==> images/metal_stack.png <==
Two of the layers only.
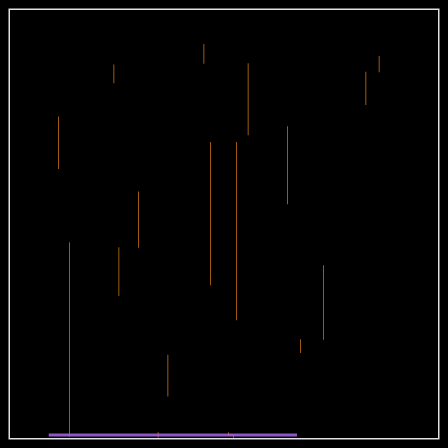
==> images/registers.png <==
Scale bar: 50 um. Other sequential cells in the stronger grey, the rest of the logic in the fainter grey.
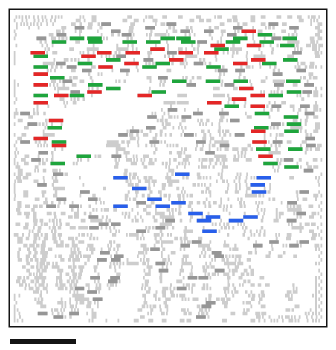
==> images/final_congestion.png <==
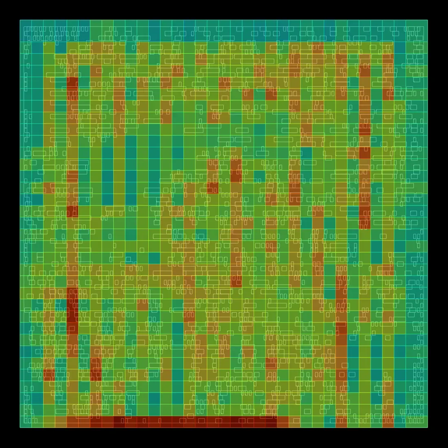
File: config.mk
export PLATFORM = sky130hd
export DESIGN_NAME = nnet_stream_framer
export DESIGN_NICKNAME = d
export VERILOG_FILES = /design/src/rtl/nnet_framer_pkg.sv /design/src/rtl/nnet_skid_buf.sv /design/src/rtl/nnet_stream_framer.sv
export SDC_FILE = /design/constraint.sdc
export NUM_CORES = 1
export LEC_CHECK = 0
export ABC_AREA = 1
export CELL_PAD_IN_SITES_DETAIL_PLACEMENT = 1
export CELL_PAD_IN_SITES_GLOBAL_PLACEMENT = 2
export CORE_MARGIN = 2
export CORE_UTILIZATION = 23
export DETAILED_ROUTE_END_ITERATION = 8
export PLACE_DENSITY_LB_ADDON = 0.1
export REMOVE_ABC_BUFFERS = 1
export SYNTH_ARGS = -nofsm -noshare
export SYNTH_HDL_FRONTEND = slang
export SYNTH_SLANG_ARGS = --single-unit
File: constraint.sdc
create_clock -name clk -period 4.2 [get_ports clk]
set_input_delay 0.84 -clock clk [delete_from_list [all_inputs] [get_ports clk]]
set_output_delay 0.84 -clock clk [all_outputs]
set_load 0.005 [all_outputs]
File: src/rtl/nnet_framer_pkg.sv
// Shared constants for the neural-net stream framer: counter width, default SPP
// and the CHDR-style tuser field layout used to build output packet headers.
package nnet_framer_pkg;

    localparam int              CNT_W         = 16;
    localparam logic [CNT_W-1:0] DEFAULT_SPP  = 16'd64;

    localparam int              TUSER_W       = 128;
    localparam logic [1:0]      PKT_TYPE_DATA = 2'b00;
    localparam int              PKT_TYPE_LSB  = 126;
    localparam int              HAS_TIME_BIT  = 125;
    localparam int              EOB_BIT       = 124;
    localparam int              SEQNUM_LSB    = 112;
    localparam int              SEQNUM_W      = 12;
    localparam int              LENGTH_LSB    = 96;
    localparam int              LENGTH_W      = 16;
    localparam int              SID_W         = 16;
    localparam int              SRC_SID_LSB   = 80;
    localparam int              DST_SID_LSB   = 64;

    function automatic logic [TUSER_W-1:0] make_tuser(input logic [SID_W-1:0] src,
                                                      input logic [SID_W-1:0] dst);
        logic [TUSER_W-1:0] u;
        u = '0;
        u[PKT_TYPE_LSB +: 2]        = PKT_TYPE_DATA;
        u[HAS_TIME_BIT]             = 1'b0;
        u[EOB_BIT]                  = 1'b0;
        u[SEQNUM_LSB +: SEQNUM_W]   = '0;
        // Length is left at zero; axi_wrapper fills it in once the packet is sized.
        u[LENGTH_LSB +: LENGTH_W]   = '0;
        u[SRC_SID_LSB +: SID_W]     = src;
        u[DST_SID_LSB +: SID_W]     = dst;
        return u;
    endfunction

endpackage

File: src/rtl/nnet_skid_buf.sv
// Two-entry AXI-stream skid buffer with a registered output stage; a clear
// drops both entries and blocks acceptance for that cycle.
module nnet_skid_buf #(
    parameter int W = 8
) (
    input  logic         clk,
    input  logic         reset,
    input  logic         clear,
    input  logic [W-1:0] s_data_i,
    input  logic         s_valid_i,
    output logic         s_ready_o,
    output logic [W-1:0] m_data_o,
    output logic         m_valid_o,
    input  logic         m_ready_i
);

    logic         out_vld_q, out_vld_d, skd_vld_q, skd_vld_d;
    logic [W-1:0] out_dat_q, out_dat_d, skd_dat_q, skd_dat_d;
    logic         in_fire;

    assign s_ready_o = !skd_vld_q && !clear;
    assign in_fire   = s_valid_i && s_ready_o;
    assign m_data_o  = out_dat_q;
    assign m_valid_o = out_vld_q;

    always_comb begin
        out_vld_d = out_vld_q;
        out_dat_d = out_dat_q;
        skd_vld_d = skd_vld_q;
        skd_dat_d = skd_dat_q;
        if (!out_vld_q || m_ready_i) begin
            if (skd_vld_q) begin
                out_vld_d = 1'b1;
                out_dat_d = skd_dat_q;
                skd_vld_d = 1'b0;
            end else begin
                out_vld_d = in_fire;
                if (in_fire) out_dat_d = s_data_i;
            end
        end else if (in_fire) begin
            // Output stalled: park the beat so the upstream ready stays registered.
            skd_vld_d = 1'b1;
            skd_dat_d = s_data_i;
        end
    end

    always_ff @(posedge clk) begin
        if (reset || clear) begin
            out_vld_q <= 1'b0;
            skd_vld_q <= 1'b0;
        end else begin
            out_vld_q <= out_vld_d;
            skd_vld_q <= skd_vld_d;
        end
        if (reset) out_dat_q <= '0;
        else       out_dat_q <= out_dat_d;
        skd_dat_q <= skd_dat_d;
    end

endmodule

File: src/rtl/nnet_stream_framer.sv
// Frames axi_wrapper samples into core vectors and re-packetises core output into
// SPP-sized packets. Statistics counters are built only with NNET_FRAMER_STATS_EN.
module nnet_stream_framer
    import nnet_framer_pkg::*;
#(
    parameter logic [7:0] SR_USER_SPP = 8'd131,
    parameter int         DATA_W      = 32,
    parameter int         CORE_IN_W   = 18,
    parameter int         CORE_OUT_W  = 18
) (
    input  logic                         clk,
    input  logic                         reset,
    input  logic                         clear,
    input  logic                         set_stb,
    input  logic [7:0]                   set_addr,
    input  logic [31:0]                  set_data,
    input  logic [15:0]                  src_sid,
    input  logic [15:0]                  next_dst_sid,
    input  logic [CNT_W-1:0]             nnet_size_in,
    input  logic [CNT_W-1:0]             nnet_size_out,
    output logic [CNT_W-1:0]             spp_out,
    input  logic [DATA_W-1:0]            i_tdata,
    input  logic                         i_tlast,
    input  logic                         i_tvalid,
    output logic                         i_tready,
    input  logic [127:0]                 i_tuser,
    output logic [DATA_W-1:0]            o_tdata,
    output logic                         o_tlast,
    output logic                         o_tvalid,
    input  logic                         o_tready,
    output logic [127:0]                 o_tuser,
    output logic [CORE_IN_W-1:0]         m_core_tdata,
    output logic                         m_core_tlast,
    output logic                         m_core_tvalid,
    input  logic                         m_core_tready,
    input  logic signed [CORE_OUT_W-1:0] s_core_tdata,
    input  logic                         s_core_tvalid,
    output logic                         s_core_tready,
    output logic [31:0]                  stat_in_vec,
    output logic [31:0]                  stat_out_pkt,
    output logic [31:0]                  stat_misalign
);

    localparam int SKID_W = TUSER_W + 1 + DATA_W;

    function automatic logic [DATA_W-1:0] sext_core(input logic signed [CORE_OUT_W-1:0] x);
        return DATA_W'(x);
    endfunction

    logic [CNT_W-1:0]  vin, vout, spp_now, spp_cur;
    logic [CNT_W-1:0]  in_cnt_q, in_cnt_d, pkt_cnt_q, pkt_cnt_d, vec_cnt_q, vec_cnt_d;
    logic [CNT_W-1:0]  spp_q, spp_eff_q, spp_eff_d;
    logic [31:0]       hdr_q, hdr_d, hdr_cur;
    logic              in_beat, in_end, core_beat, first, pkt_end, vec_end, out_last;
    logic [SKID_W-1:0] skid_in, skid_out;

    assign vin  = (nnet_size_in  == '0) ? CNT_W'(1) : nnet_size_in;
    assign vout = (nnet_size_out == '0) ? CNT_W'(1) : nnet_size_out;

    assign m_core_tdata  = i_tdata[CORE_IN_W-1:0];
    assign m_core_tvalid = i_tvalid;
    assign i_tready      = m_core_tready;
    assign in_beat       = i_tvalid && m_core_tready;
    assign in_end        = (in_cnt_q >= vin - CNT_W'(1));
    assign m_core_tlast  = in_end;

    assign spp_out   = spp_q;
    assign first     = (pkt_cnt_q == '0);
    // Packet settings are taken live on the first beat and frozen for the rest.
    assign spp_now   = (spp_q == '0) ? vout : spp_q;
    assign spp_cur   = first ? spp_now : spp_eff_q;
    assign hdr_cur   = first ? {src_sid, next_dst_sid} : hdr_q;
    assign pkt_end   = (pkt_cnt_q >= spp_cur - CNT_W'(1));
    assign vec_end   = (vec_cnt_q >= vout - CNT_W'(1));
    assign out_last  = pkt_end || vec_end;
    assign core_beat = s_core_tvalid && s_core_tready;
    assign skid_in   = {make_tuser(hdr_cur[31:16], hdr_cur[15:0]), out_last, sext_core(s_core_tdata)};

    always_comb begin
        in_cnt_d  = in_cnt_q;
        pkt_cnt_d = pkt_cnt_q;
        vec_cnt_d = vec_cnt_q;
        spp_eff_d = spp_eff_q;
        hdr_d     = hdr_q;
        if (in_beat) in_cnt_d = in_end ? '0 : in_cnt_q + CNT_W'(1);
        if (core_beat) begin
            pkt_cnt_d = out_last ? '0 : pkt_cnt_q + CNT_W'(1);
            vec_cnt_d = vec_end  ? '0 : vec_cnt_q + CNT_W'(1);
            if (first) begin
                spp_eff_d = spp_now;
                hdr_d     = {src_sid, next_dst_sid};
            end
        end
    end

    always_ff @(posedge clk) begin
        if (reset || clear) begin
            in_cnt_q  <= '0;
            pkt_cnt_q <= '0;
            vec_cnt_q <= '0;
        end else begin
            in_cnt_q  <= in_cnt_d;
            pkt_cnt_q <= pkt_cnt_d;
            vec_cnt_q <= vec_cnt_d;
        end
        spp_eff_q <= spp_eff_d;
        hdr_q     <= hdr_d;
        if (reset)                                 spp_q <= DEFAULT_SPP;
        else if (set_stb && set_addr == SR_USER_SPP) spp_q <= set_data[CNT_W-1:0];
    end

    nnet_skid_buf #(.W(SKID_W)) u_skid (
        .clk       (clk),
        .reset     (reset),
        .clear     (clear),
        .s_data_i  (skid_in),
        .s_valid_i (s_core_tvalid),
        .s_ready_o (s_core_tready),
        .m_data_o  (skid_out),
        .m_valid_o (o_tvalid),
        .m_ready_i (o_tready)
    );

    assign {o_tuser, o_tlast, o_tdata} = skid_out;

`ifdef NNET_FRAMER_STATS_EN
    logic [31:0] st_in_q, st_out_q, st_mis_q;

    always_ff @(posedge clk) begin
        if (reset || clear) begin
            st_in_q  <= '0;
            st_out_q <= '0;
            st_mis_q <= '0;
        end else begin
            if (in_beat && in_end)                st_in_q  <= st_in_q + 32'd1;
            if (o_tvalid && o_tready && o_tlast)  st_out_q <= st_out_q + 32'd1;
            if (in_beat && i_tlast && !in_end)    st_mis_q <= st_mis_q + 32'd1;
        end
    end

    assign stat_in_vec   = st_in_q;
    assign stat_out_pkt  = st_out_q;
    assign stat_misalign = st_mis_q;

    logic unused_bits;
    assign unused_bits = ^{i_tuser, i_tdata[DATA_W-1:CORE_IN_W], set_data[31:CNT_W]};
`else
    assign stat_in_vec   = '0;
    assign stat_out_pkt  = '0;
    assign stat_misalign = '0;

    logic unused_bits;
    assign unused_bits = ^{i_tuser, i_tlast, i_tdata[DATA_W-1:CORE_IN_W], set_data[31:CNT_W]};
`endif

endmodule

==> run notes <==
Results of the full flow below.

Outcome:
- The run finished with clean final reports.

Routing:
- The final route contains roughly 11000 vias.
- Per the log, the first TritonRoute iteration ended with a DRC count of 319.
- The run puts the number of vias per cell after detailed routing at between 4 and 5.
- Per the detail_route report, DRC violations left total 0.
- The routed design has between 40000 and 50000 um of wire.
- Per the post-route antenna check, the number of violating nets is 0.
- Dividing the detail-routed wire length by the instance count gives ~16 um.

Clock network:
- Per the repair_timing log after CTS, setup buffers inserted total 16.
- The run puts the post-cts sizing count at roughly 58.
- The run puts the clock sink total at about 220.
- The run puts the number of hold-repair buffers added at the cts stage at 0.

Critical path:
- The run gives the master of the slowest instance on the critical path as sky130_fd_sc_hd__ha_1.
- STA lists the startpoint of the worst register-to-register path as pkt_cnt_q[0].
- The run puts the critical path arrival at 3.23 ns.
- Listed in order, past its start point the critical path passes clkdlybuf4s15_2 -> or2_4 -> nor2_4 -> nand2_2 -> nor2_2 -> nand2_2 -> nand2_2 -> inv_2 -> ha_4 -> nand2_4 -> nor3_4 -> nand3_2 -> nor3_4 -> xnor2_1 -> ha_1 -> nand2_2 -> inv_2 -> nand3_2 -> nor3_4 -> nand2_2 -> nand3_2 -> buf_2.
- The run gives the largest stage delay on the critical path as around 0.29 ns.
- Among the stages of the critical path, the cell type that occurs most often is sky130_fd_sc_hd__nand2_2.
- The worst-case reg-to-reg setup slack stands at about 0.44 ns.
- For reference, the most critical setup path is categorized as input port to primary output.
- The run gives the worst reg2reg path depth as 27.
- The worst setup path is launched from an input port.
- Looking at the reg2reg group, the worst path ends at pkt_cnt_q[12].
- For reference, the critical path is launched at nnet_size_in[7].
- The run puts the number of buffers and inverters on the critical path at 4.
- The worst setup path is captured at a primary output.
- Data on the critical path is required at its endpoint by 3.36 ns.
- STA lists the maximum fanout along the critical path as 2.
- The run puts the depth of the critical timing path with buffers and inverters included at 22.
- The run gives the timing endpoint of the critical path as m_core_tlast.

Placement:
- The run puts the quantity of I/O buffers inserted on ports at 199.
- The HPWL after detailed placement is 31830 um.
- Once placement finished, the instance area stood at 15490 um2.
- The run gives the weighted congestion reported at the end of routability-driven placement as 0.7134.

Synth:
- The run gives the post-synthesis chip area from yosys as about 13000 um2.
- Per the synthesis report, the single largest cell type by area occupies 23.09% of cell area.
- The run puts the number of warnings printed during yosys synthesis at 0.
- The run puts the sequential cell area fraction in the yosys report at about two fifths.
- The run gives the leading area contributor after synthesis as sky130_fd_sc_hd__edfxtp_1.
- The run gives the average cell area after synthesis as between 8 and 9 um2.
- Synthesis produced 1600 cells.
- Counting flops and latches in the post-synthesis netlist gives 216.
- The run puts the post-synthesis cell type count at around 43.
- The synthesized netlist was found by Yosys to have 1600 cells.
- The run puts the combined area of all synthesized cells at around 13000 um2.

Floorplan:
- The run gives the I/O pin total as ~600.
- The run gives the number of standard-cell rows in the floorplan as between 80 and 90.
- The horizontal die dimension reported for this design is roughly 240 um.
- The run puts the die area at 57880 um2.
- The run gives the starting utilization of the core area as a little under a quarter.

GRT:
- The initial antenna violation count came to 1.
- The run gives the maximum number of pins on one net before global-route repair as 69.
- The run puts the first-pass GRT wire length at between 60000 and 70000 um.
- The run puts the total global routing overflow at 0.

Power and ir drop:
- The dominant power group in this design is the clock network.
- The run gives the power in combinational cells as between 600 and 700 uW.
- Of the total power, the clock network draws roughly 47%.
- The run gives the cell-internal power as roughly 4.2 mW.
- The run gives the power dissipated by switching net loads as about 1.4 mW.
- In this run the static leakage power is around 7.3 nW.
- The power report attributes to the sequential group a share of 40.8%.
- The run puts the worst ir drop on vdd at 0.2995 mV.
- Combinational logic burns 12.4% of the power.
- The run puts the ratio of total power to cell area at 334.0 nW/um2.
- The run puts the fraction of power spent switching nets at 24.95%.

Final timing:
- The run puts the worst slew slack as a fraction of its limit at a little under half.
- The run gives the count of final setup violators as 0.
- In the finished design, the share of the clock period the worst path needs comes to around 97%.
- For reference, the final report shows the hold violation count at 0.
- Subtracting the final worst setup slack from the clock period gives between 4 and 5 ns.
- The run puts the upper clock frequency limit at between 0.2 and 0.25 GHz.
- The run puts the total count of max-transition violations in the final report at 0.
- The run puts the final setup skew at ~0.015 ns.
- The run gives the transition time of the tightest slew-check pin as between 0.8 and 0.9 ns.

Hold path:
- Note that the worst hold path type here is flip-flop to flip-flop.
- In the hold report, the worst path ends at u_skid.m_data_o[32].
- The worst hold path passes through 2 cells.

Layout:
- The run puts the relative area change from synthesis to final layout at 30.76%.
- After routing the design area is 16830 um2.
- By instance count after routing, the leading logic cell types are 350 x sky130_fd_sc_hd__nand2_1, 192 x sky130_fd_sc_hd__conb_1, 182 x sky130_fd_sc_hd__clkdlybuf4s50_1, 146 x sky130_fd_sc_hd__nor2_1, 126 x sky130_fd_sc_hd__buf_4.
- The run gives the most numerous logic cell after layout as sky130_fd_sc_hd__nand2_1.
- The run puts the number of nets at the end of the flow at ~2200.

Flow run:
- The run puts the max-capacitance violation count at 0.
Notes on metal_stack.png above:
legend:
  met5:
    colour: purple
    wire_length: 138 um
  met4:
    colour: orange
    wire_length: 589 um

Notes on registers.png above:
legend:
  u_skid.skd_dat_q:
    colour: green
    placed_flops: 51
  spp_eff_q:
    colour: blue
    placed_flops: 16
  hdr_q:
    colour: red
    placed_flops: 32
Seq area share: 31.58%
sequential cell area: 5316 um2
P_seq: 2.29 mW

Notes on final_congestion.png above:
met3 GRT Util: 3.946%
Top Usage Layer GRT: met2
utilization after layout: 30.50%

==> cell families (layout without fill, tap and decap cells) <==
family | count (synthesis) | in the layout | share of synthesized area [%]
and+or+nand+nor | 663 | 663 | 22.16
other | 1 | 192 | 0.02913
AOI/OAI and AO/OA | 215 | 215 | 8.718
buffers and inverters | 391 | 504 | 18.45
adders and majority gates | 55 | 55 | 5.346
DFF | 216 | 216 | 41.29
xor gates and xnor gates | 59 | 59 | 4.014
==> synth_stat cells (all sizes together) <==
cell type,n
a211o,1
a21o,1
a21oi,105
a31oi,20
and3,1
buf,242
clkbuf,30
clkinv,3
conb,1
dfxtp,117
edfxtp,99
ha,55
inv,116
nand2,375
nand3,62
nand3b,1
nand4,10
nor2,179
nor3,18
nor3b,5
nor4,5
o211ai,2
o21a,1
o21ai,83
o21bai,1
o22ai,1
or2,7
xnor2,17
xor2,42
==> layout make-up <==
class,instances,area (um2)
Clock buffer,42,794.5
Fill cell,6577,38370
Inverter,119,449.2
Timing Repair Buffer,331,3022
Clock inverter,12,207.7
Multi-Input combinational cell,1184,6108
Sequential cell,216,5316
Tap cell,748,935.9
==> worst reg2reg max path, stage by stage (launching register included) <==
cell and delay [ns]:
sky130_fd_sc_hd__dfxtp_1 0.31, sky130_fd_sc_hd__inv_1 0.07, sky130_fd_sc_hd__ha_1 0.18, sky130_fd_sc_hd__nand3_1 0.11, sky130_fd_sc_hd__nor2_1 0.19, sky130_fd_sc_hd__nand2_2 0.08
sky130_fd_sc_hd__inv_1 0.13, sky130_fd_sc_hd__nand3_1 0.10, sky130_fd_sc_hd__nand2_1 0.09, sky130_fd_sc_hd__ha_1 0.17, sky130_fd_sc_hd__nand3_1 0.13, sky130_fd_sc_hd__nor2_4 0.19
sky130_fd_sc_hd__nand2_2 0.11, sky130_fd_sc_hd__o21ai_0 0.16, sky130_fd_sc_hd__nand2_1 0.11, sky130_fd_sc_hd__ha_1 0.29, sky130_fd_sc_hd__nand2_1 0.04, sky130_fd_sc_hd__inv_1 0.06
sky130_fd_sc_hd__nand3_1 0.09, sky130_fd_sc_hd__nor3_2 0.17, sky130_fd_sc_hd__buf_4 0.15, sky130_fd_sc_hd__nand3_1 0.05, sky130_fd_sc_hd__nand3_1 0.08, sky130_fd_sc_hd__nor2_1 0.05
sky130_fd_sc_hd__buf_4 0.14, sky130_fd_sc_hd__o21ai_2 0.16, sky130_fd_sc_hd__buf_12 0.17, sky130_fd_sc_hd__nor2_1 0.06
==> layer usage <==
metal | GRT usage [%] | wire [um] | vias up
met1 | 19.66 | 20310 | 5079
met5 | 1.684 | 138 | -
met3 | 3.946 | 3119 | 42
li1 | - | - | 5355
met2 | 22.80 | 18910 | 312
met4 | 3.011 | 588 | 2
==> stage by stage <==
step	hold WS [ns]	worst slack (ns)	utilization [%]	TNS, ns	instances
after floorplan	0.4557	0.3320	-	0	1519
after global placement	0.4680	-0.8637	28.06	-16.80	2576
after detailed placement	0.4667	-0.9991	28.06	-20.73	2576
after CTS	0.4842	0.007294	30.25	0	2645
after global routing	0.5090	-0.04825	30.50	-0.07918	2652
final	0.4812	0.1285	30.50	0	2652
Power figures rest on the tool's default switching activity, not on a simulated workload.
